run_1/layer_met1.png
Cells faint in the background.
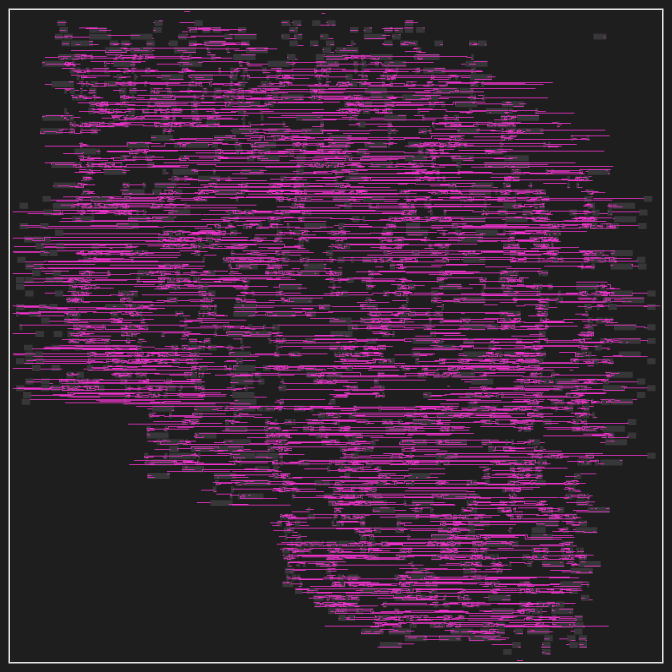
run_1/layer_met2.png
The bar under the picture is 100 um long.
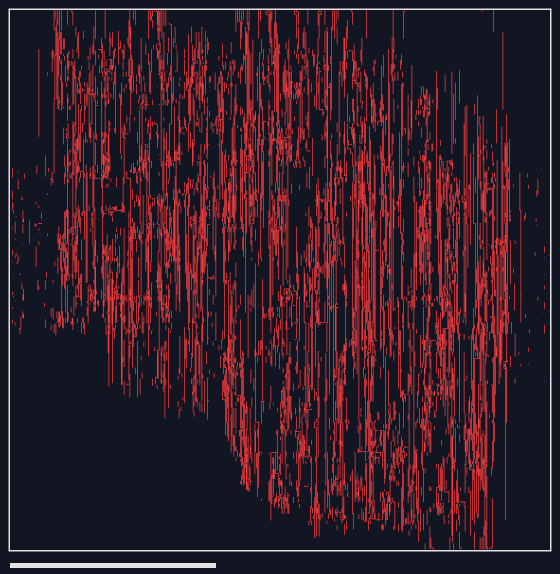
run_1/layer_met3.png
The bar under the picture is 100 um long.
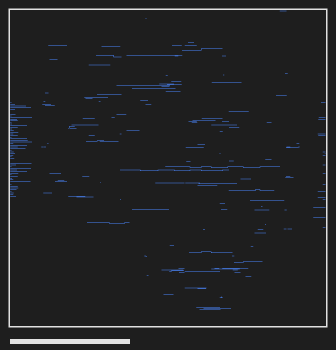
==> src/rtl/muldiv_ctrl_pkg.sv <==
// Shared definitions for the multiply/divide control unit: state encoding,
// opcode values, iteration count and small two's-complement helpers.
package muldiv_ctrl_pkg;

    typedef enum logic [2:0] {
        S_IDLE = 3'd0,
        S_MULT = 3'd1,
        S_DIV  = 3'd2,
        S_FIX  = 3'd3,
        S_DONE = 3'd4
    } state_e;

    localparam logic OP_MULT = 1'b0;
    localparam logic OP_DIV  = 1'b1;

    localparam int ITERATIONS = 32;
    localparam int CNT_W      = $clog2(ITERATIONS);
    localparam logic [CNT_W-1:0] LAST_ITER = CNT_W'(ITERATIONS - 1);

    // Magnitude of a signed word; 0x80000000 maps to itself, which is
    // the correct unsigned magnitude.
    function automatic logic [31:0] mag32(input logic [31:0] v);
        return v[31] ? -v : v;
    endfunction

    function automatic logic [31:0] neg_if(input logic neg, input logic [31:0] v);
        return neg ? -v : v;
    endfunction

endpackage

==> src/rtl/muldiv_ctrl_if.sv <==
// Request/response bundle between the main control FSM (master) and the
// multiply/divide unit (slave).
interface muldiv_ctrl_if;
    logic        start;
    logic        op;
    logic [31:0] a;
    logic [31:0] b;
    logic        busy;
    logic        done;
    logic        divby0;
    logic [31:0] hi;
    logic [31:0] lo;

    modport master (
        output start, op, a, b,
        input  busy, done, divby0, hi, lo
    );

    modport slave (
        input  start, op, a, b,
        output busy, done, divby0, hi, lo
    );
endinterface

==> src/rtl/muldiv_step.sv <==
// Purely combinational datapath: one radix-2 Booth step and one restoring
// division step. All state lives in muldiv_ctrl.
module muldiv_step (
    input  logic [32:0] acc_i,
    input  logic [31:0] mplr_i,
    input  logic        prev_i,
    input  logic [31:0] mcand_i,
    output logic [32:0] acc_o,
    output logic [31:0] mplr_o,
    output logic        prev_o,
    input  logic [31:0] rem_i,
    input  logic [31:0] quo_i,
    input  logic [31:0] dvs_i,
    output logic [31:0] rem_o,
    output logic [31:0] quo_o
);

    logic [32:0] mcand_ext;
    logic [32:0] sum;
    logic [32:0] shifted;
    logic [32:0] trial;

    // The accumulator is one bit wider than the operands so that
    // subtracting 0x80000000 cannot overflow.
    always_comb begin
        // NOTE: every combinational output gets a default before any branch, so no latch is inferred.
        mcand_ext = {mcand_i[31], mcand_i};
        sum       = acc_i;
        unique case ({mplr_i[0], prev_i})
            2'b01:   sum = acc_i + mcand_ext;
            2'b10:   sum = acc_i - mcand_ext;
            default: sum = acc_i;
        endcase
        acc_o  = {sum[32], sum[32:1]};
        mplr_o = {sum[0], mplr_i[31:1]};
        prev_o = mplr_i[0];
    end

    // Bit 32 of the trial difference is set exactly when the divisor does not fit.
    always_comb begin
        shifted = {rem_i, quo_i[31]};
        trial   = shifted - {1'b0, dvs_i};
        if (!trial[32]) begin
            rem_o = trial[31:0];
            quo_o = {quo_i[30:0], 1'b1};
        end else begin
            rem_o = shifted[31:0];
            quo_o = {quo_i[30:0], 1'b0};
        end
    end

endmodule

==> src/rtl/muldiv_ctrl.sv <==
// Iterative signed multiply (Booth, 32 cycles) and divide (restoring, 32
// cycles plus sign fix-up) unit driving the HI/LO registers.
module muldiv_ctrl
    import muldiv_ctrl_pkg::*;
(
    input logic         clk,
    input logic         rst_n,
    muldiv_ctrl_if.slave bus
);

    state_e            state_q, state_d;
    logic [CNT_W-1:0]  cnt_q, cnt_d;
    logic [32:0]       acc_q, acc_d;
    logic [31:0]       mplr_q, mplr_d;
    logic              prev_q, prev_d;
    logic [31:0]       mcand_q, mcand_d;
    logic              neg_quo_q, neg_quo_d;
    logic              neg_rem_q, neg_rem_d;
    logic              dz_q, dz_d;
    logic [31:0]       hi_q, hi_d;
    logic [31:0]       lo_q, lo_d;

    logic [32:0]       booth_acc;
    logic [31:0]       booth_mplr;
    logic              booth_prev;
    logic [31:0]       div_rem;
    logic [31:0]       div_quo;

    // Division reuses the Booth registers: acc holds the remainder, mplr the
    // shifting dividend/quotient and mcand the divisor magnitude.
    muldiv_step u_step (
        .acc_i   (acc_q),
        .mplr_i  (mplr_q),
        .prev_i  (prev_q),
        .mcand_i (mcand_q),
        .acc_o   (booth_acc),
        .mplr_o  (booth_mplr),
        .prev_o  (booth_prev),
        .rem_i   (acc_q[31:0]),
        .quo_i   (mplr_q),
        .dvs_i   (mcand_q),
        .rem_o   (div_rem),
        .quo_o   (div_quo)
    );

    always_comb begin
        state_d   = state_q;
        cnt_d     = cnt_q;
        acc_d     = acc_q;
        mplr_d    = mplr_q;
        prev_d    = prev_q;
        mcand_d   = mcand_q;
        neg_quo_d = neg_quo_q;
        neg_rem_d = neg_rem_q;
        dz_d      = dz_q;
        hi_d      = hi_q;
        lo_d      = lo_q;

        unique case (state_q)
            S_IDLE: begin
                if (bus.start) begin
                    cnt_d  = '0;
                    acc_d  = '0;
                    prev_d = 1'b0;
                    dz_d   = 1'b0;
                    unique case (bus.op)
                        OP_MULT: begin
                            mplr_d  = bus.b;
                            mcand_d = bus.a;
                            state_d = S_MULT;
                        end
                        OP_DIV: begin
                            if (bus.b == '0) begin
                                dz_d    = 1'b1;
                                state_d = S_DONE;
                            end else begin
                                mplr_d    = mag32(bus.a);
                                mcand_d   = mag32(bus.b);
                                neg_quo_d = bus.a[31] ^ bus.b[31];
                                neg_rem_d = bus.a[31];
                                state_d   = S_DIV;
                            end
                        end
                        default: state_d = S_IDLE;
                    endcase
                end
            end
            S_MULT: begin
                acc_d  = booth_acc;
                mplr_d = booth_mplr;
                prev_d = booth_prev;
                cnt_d  = cnt_q + 1'b1;
                if (cnt_q == LAST_ITER) begin
                    hi_d    = booth_acc[31:0];
                    lo_d    = booth_mplr;
                    cnt_d   = '0;
                    state_d = S_DONE;
                end
            end
            S_DIV: begin
                acc_d  = {1'b0, div_rem};
                mplr_d = div_quo;
                cnt_d  = cnt_q + 1'b1;
                if (cnt_q == LAST_ITER) begin
                    cnt_d   = '0;
                    state_d = S_FIX;
                end
            end
            S_FIX: begin
                lo_d    = neg_if(neg_quo_q, mplr_q);
                hi_d    = neg_if(neg_rem_q, acc_q[31:0]);
                state_d = S_DONE;
            end
            S_DONE: begin
                dz_d    = 1'b0;
                state_d = S_IDLE;
            end
            default: state_d = S_IDLE;
        endcase
    end

    // NOTE: sequential state uses non-blocking assignments so every flop samples pre-edge values.
    always_ff @(posedge clk or negedge rst_n) begin
        if (!rst_n) begin
            state_q   <= S_IDLE;
            cnt_q     <= '0;
            acc_q     <= '0;
            mplr_q    <= '0;
            prev_q    <= 1'b0;
            mcand_q   <= '0;
            neg_quo_q <= 1'b0;
            neg_rem_q <= 1'b0;
            dz_q      <= 1'b0;
            hi_q      <= '0;
            lo_q      <= '0;
        end else begin
            state_q   <= state_d;
            cnt_q     <= cnt_d;
            acc_q     <= acc_d;
            mplr_q    <= mplr_d;
            prev_q    <= prev_d;
            mcand_q   <= mcand_d;
            neg_quo_q <= neg_quo_d;
            neg_rem_q <= neg_rem_d;
            dz_q      <= dz_d;
            hi_q      <= hi_d;
            lo_q      <= lo_d;
        end
    end

    assign bus.busy   = (state_q == S_MULT) || (state_q == S_DIV) || (state_q == S_FIX);
    assign bus.done   = (state_q == S_DONE);
    assign bus.divby0 = (state_q == S_DONE) && dz_q;
    assign bus.hi     = hi_q;
    assign bus.lo     = lo_q;

endmodule
==> src/flat_wrapper.sv <==
// flat-port wrapper written by rule: the top's interface ports become plain ports
module muldiv_ctrl_flat import muldiv_ctrl_pkg::*;
  (clk, rst_n, bus_start, bus_op, bus_a, bus_b, bus_busy, bus_done, bus_divby0, bus_hi, bus_lo);
  muldiv_ctrl_if bus_i ();
  input logic clk;
  input logic rst_n;
  input wire logic [$bits(bus_i.start)-1:0] bus_start;
  input wire logic [$bits(bus_i.op)-1:0] bus_op;
  input wire logic [$bits(bus_i.a)-1:0] bus_a;
  input wire logic [$bits(bus_i.b)-1:0] bus_b;
  output wire logic [$bits(bus_i.busy)-1:0] bus_busy;
  output wire logic [$bits(bus_i.done)-1:0] bus_done;
  output wire logic [$bits(bus_i.divby0)-1:0] bus_divby0;
  output wire logic [$bits(bus_i.hi)-1:0] bus_hi;
  output wire logic [$bits(bus_i.lo)-1:0] bus_lo;
  assign bus_i.start = bus_start;
  assign bus_i.op = bus_op;
  assign bus_i.a = bus_a;
  assign bus_i.b = bus_b;
  assign bus_busy = bus_i.busy;
  assign bus_done = bus_i.done;
  assign bus_divby0 = bus_i.divby0;
  assign bus_hi = bus_i.hi;
  assign bus_lo = bus_i.lo;
  muldiv_ctrl u_core (.clk(clk), .rst_n(rst_n), .bus(bus_i));
endmodule
==> config.mk <==
export PLATFORM = sky130hd
export DESIGN_NAME = muldiv_ctrl_flat
export DESIGN_NICKNAME = d
export VERILOG_FILES = /design/src/rtl/muldiv_ctrl_pkg.sv /design/src/rtl/muldiv_ctrl_if.sv /design/src/rtl/muldiv_step.sv /design/src/rtl/muldiv_ctrl.sv /design/src/flat_wrapper.sv
export SDC_FILE = /design/constraint.sdc
export NUM_CORES = 1
export LEC_CHECK = 0
export CORE_MARGIN = 2
export CORE_UTILIZATION = 23
export CTS_CLUSTER_DIAMETER = 200
export DETAILED_ROUTE_END_ITERATION = 6
export GPL_TIMING_DRIVEN = 0
export PLACE_DENSITY = 0.4
export SYNTH_ARGS = -nofsm -noshare
export SYNTH_HDL_FRONTEND = slang
export SYNTH_SLANG_ARGS = --single-unit
==> constraint.sdc <==
create_clock -name clk -period 7.8 [get_ports clk]
set_clock_uncertainty 0.1 [all_clocks]
set_input_delay 0.78 -clock clk [delete_from_list [all_inputs] [get_ports clk]]
set_output_delay 0.78 -clock clk [all_outputs]
set_load 0.01 [all_outputs]
==> flow_summary.ini, run 1 <==
; synthesis and place-and-route metrics
[grt]
number_of_global_route_vias_before_repair = 15100
number_of_antenna_violations_at_the_first_check_in_global_routing = 0
grt.overflow.total = 0

[logic_synthesis]
ff_type = sky130_fd_sc_hd__dfrtp_1
yosys-top-cells-count = 291 x sky130_fd_sc_hd__nand2_1, 189 x sky130_fd_sc_hd__o21ai_0, 173 x sky130_fd_sc_hd__dfrtp_1, 167 x sky130_fd_sc_hd__nor2_1, 112 x sky130_fd_sc_hd__clkbuf_1
netlist_area_um2 = 15300
synth.cellmix.adderShare_pct = 6.13
aoi_share_pct = 27.0
synthTopLogicFamily = AND-OR/OR-AND gates
synth_warnings = 0
async_flop_share_pct = 100
largest_cells_by_area_after_synthesis = sky130_fd_sc_hd__dfrtp_1 28%, sky130_fd_sc_hd__nand2_1 7.1%, sky130_fd_sc_hd__o21ai_0 6.2%, sky130_fd_sc_hd__xor2_1 5.9%, sky130_fd_sc_hd__ha_1 5.9%
syn-mean-instance-area_um2 = 7.79

[status]
outcome = finished, final reports clean

[setup_path]
critPathTopFamily = simple AND/OR/NAND/NOR gates
reg_to_reg_start = u_core.mcand_q[0]
worstPathRequired_ns = 8.14
timing.reg2reg.worst_path_depth = 18
cp.arrival_ns = 6.28
cp-endpoint = u_core.acc_q[28]

[sta]
hold_slack_ns = 0.164
drv_slew = 0
hold_viol = 0

[finish]
clk_buf = 17
ff_count = 173
num-nonclk-inverters = 65
combGateArea_um2 = 10200
area.sequential_um2 = 4330

[power]
sw_frac_of_total_pct = 54.7

[clocking]
clkTransAtPathRegs_ns = 0.08
cts_root_buf = sky130_fd_sc_hd__clkbuf_16
postCtsSetupRepairBufs = 0

[routing]
wire_per_inst_um = 22.5
drt-pass1-iter-count = 7

[floorplan]
fp-row-count = 94
About layer_met1.png:
nets with wire on the layer: 2,095
longest straight run: 93.4 um
Global Route met1 Usage: 27.8%
via total after detailed routing: 15,500
detailed-route wire length: 67,600 um

About layer_met2.png:
longest straight run: 114 um
main direction: vertical
nets with wire on the layer: 1,846
share of all routed wire: 46%
wire length on this layer: 30.8 mm
met2 track demand over resource in global routing: 30.9%

About layer_met3.png:
nets with wire on the layer: 164
longest straight run: 46.0 um
main direction: horizontal
wire length on this layer: 1,910 um

run 1: layout by cell type, fill, tap and decap left out, types with 65 or more instances in the layout:
cell,count
sky130_fd_sc_hd__a21oi_1,108
sky130_fd_sc_hd__clkbuf_1,112
sky130_fd_sc_hd__clkdlybuf4s50_1,129
sky130_fd_sc_hd__dfrtp_1,173
sky130_fd_sc_hd__ha_1,72
sky130_fd_sc_hd__inv_1,65
sky130_fd_sc_hd__nand2_1,291
sky130_fd_sc_hd__nor2_1,167
sky130_fd_sc_hd__o21ai_0,189
sky130_fd_sc_hd__xnor2_1,101
sky130_fd_sc_hd__xor2_1,103
run_1/clocks.png
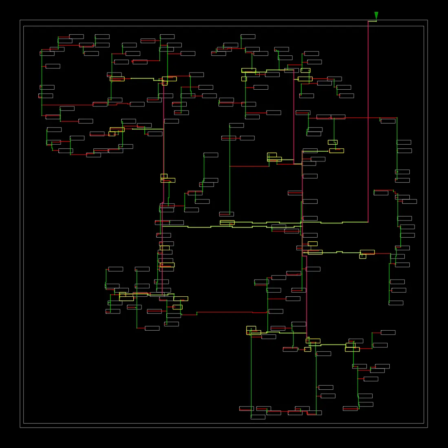

==> run 2, diff against run 1 <==
PLACE_DENSITY = 0.41   (was 0.4)
clock period = 4.9 ns   (was 7.8 ns; I/O delays follow)
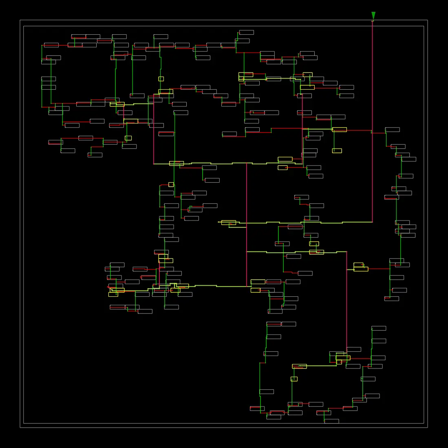
run_2/clocks.png
CLK BUF: 17
# clock sinks: 173
cts bufs inserted: 17
clock group power: 0.00149 W

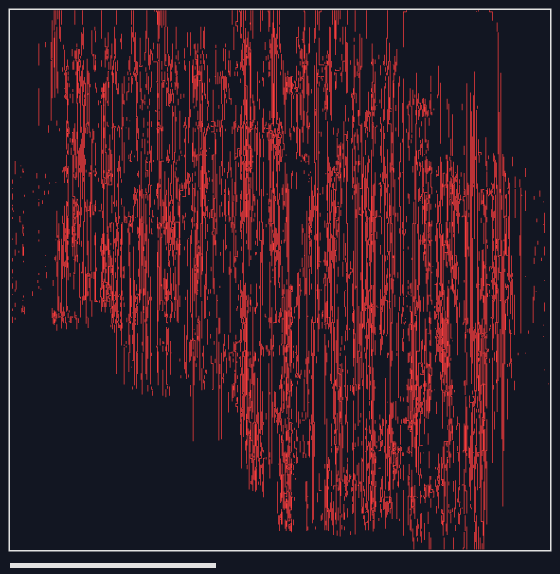
run_2/layer_met2.png
The bar under the picture is 100 um long.
nets with wire on the layer: 1,839
wire length on this layer: 30.8 mm
share of all routed wire: 46%
main direction: vertical
longest straight run: 132 um
detailed-route wire length: 67,600 um
met2 track demand over resource in global routing: 30.7%
via total after detailed routing: 15,600

==> run 2 against run 1 <==
Sequential share of layout area is 0.38 points lower. Combinational power grew 63%. Highest routed layer unchanged. Critical path depth decreased by 2. Flip-flop count is the same.
==> flow_summary.ini, run 2 <==
; synthesis and place-and-route metrics
[setup_path]
critPathTopFamily = simple AND/OR/NAND/NOR gates
cp-endpoint = u_core.acc_q[28]
critical_path.startpoint = u_core.mcand_q[10]
cp.arrival_ns = 5.10
worstPathRequired_ns = 5.19
timing.reg2reg.worst_path_depth = 16

[sta]
hold_slack_ns = 0.339
drv_slew = 0
hold_viol = 0

[finish]
clock_cell_area_share_pct = 3.36
ff_count = 173
combGateArea_um2 = 10500
lay_top_count = sky130_fd_sc_hd__nand2_1
area_growth_syn_to_layout_pct = 21.9
final_layout_top_logic_cells = 289 x sky130_fd_sc_hd__nand2_1, 189 x sky130_fd_sc_hd__o21ai_0, 170 x sky130_fd_sc_hd__dfrtp_1
comb_area_share_pct = 56.1
area.sequential_um2 = 4330

[grt]
number_of_antenna_violations_at_the_first_check_in_global_routing = 0
number_of_global_route_vias_before_repair = 15300
global_route_met1_usage_pct = 27.9
grt.overflow.total = 0
grt_max_degree = 100

[logic_synthesis]
synth.cellmix.adderShare_pct = 6.13
ys_seq_elements = 173
async_flop_share_pct = 100
netlist_area_um2 = 15300
syn-mean-instance-area_um2 = 7.79
synthTopLogicFamily = AND-OR/OR-AND gates
ff_type = sky130_fd_sc_hd__dfrtp_1
synth_warnings = 0
synthCells = 1971
yosysSeqAreaShare_pct = 28.2
aoi_share_pct = 27.0

[floorplan]
fp-row-count = 94
floorplan.initialDensity_pct = 23.3

[status]
outcome = finished, final reports clean

[clocking]
postCtsSetupRepairBufs = 1
clkTransAtPathRegs_ns = 0.08

[power]
power_dissipated_in_sequential_cells_w = 0.00291
sw_frac_of_total_pct = 54.5

[hold_path]
min-delay-start = bus_start

[routing]
wire_per_inst_um = 22.5
[run 2: netlist changes by cell type in the layout (fill, tap and decap cells not counted), moves of 5 or more]
cell                       before  now
sky130_fd_sc_hd__clkbuf_2       4   10
sky130_fd_sc_hd__nor4_4         1    6
sky130_fd_sc_hd__nor4_1        16   11
sky130_fd_sc_hd__xnor2_2        0   11
sky130_fd_sc_hd__nor3_1        17   12
sky130_fd_sc_hd__nor3_2         0    5
sky130_fd_sc_hd__xnor2_1      101   90
sky130_fd_sc_hd__clkbuf_1     112  104
[run 2: tightest hold or removal path: cells and delay by family]
family / cells / cell delay, ns
buffers and inverters: 1 / 0.24
AOI/OAI and AO/OA: 1 / 0.05
and+or+nand+nor: 1 / 0.12
Power figures rest on the tool's default switching activity, not on a simulated workload.
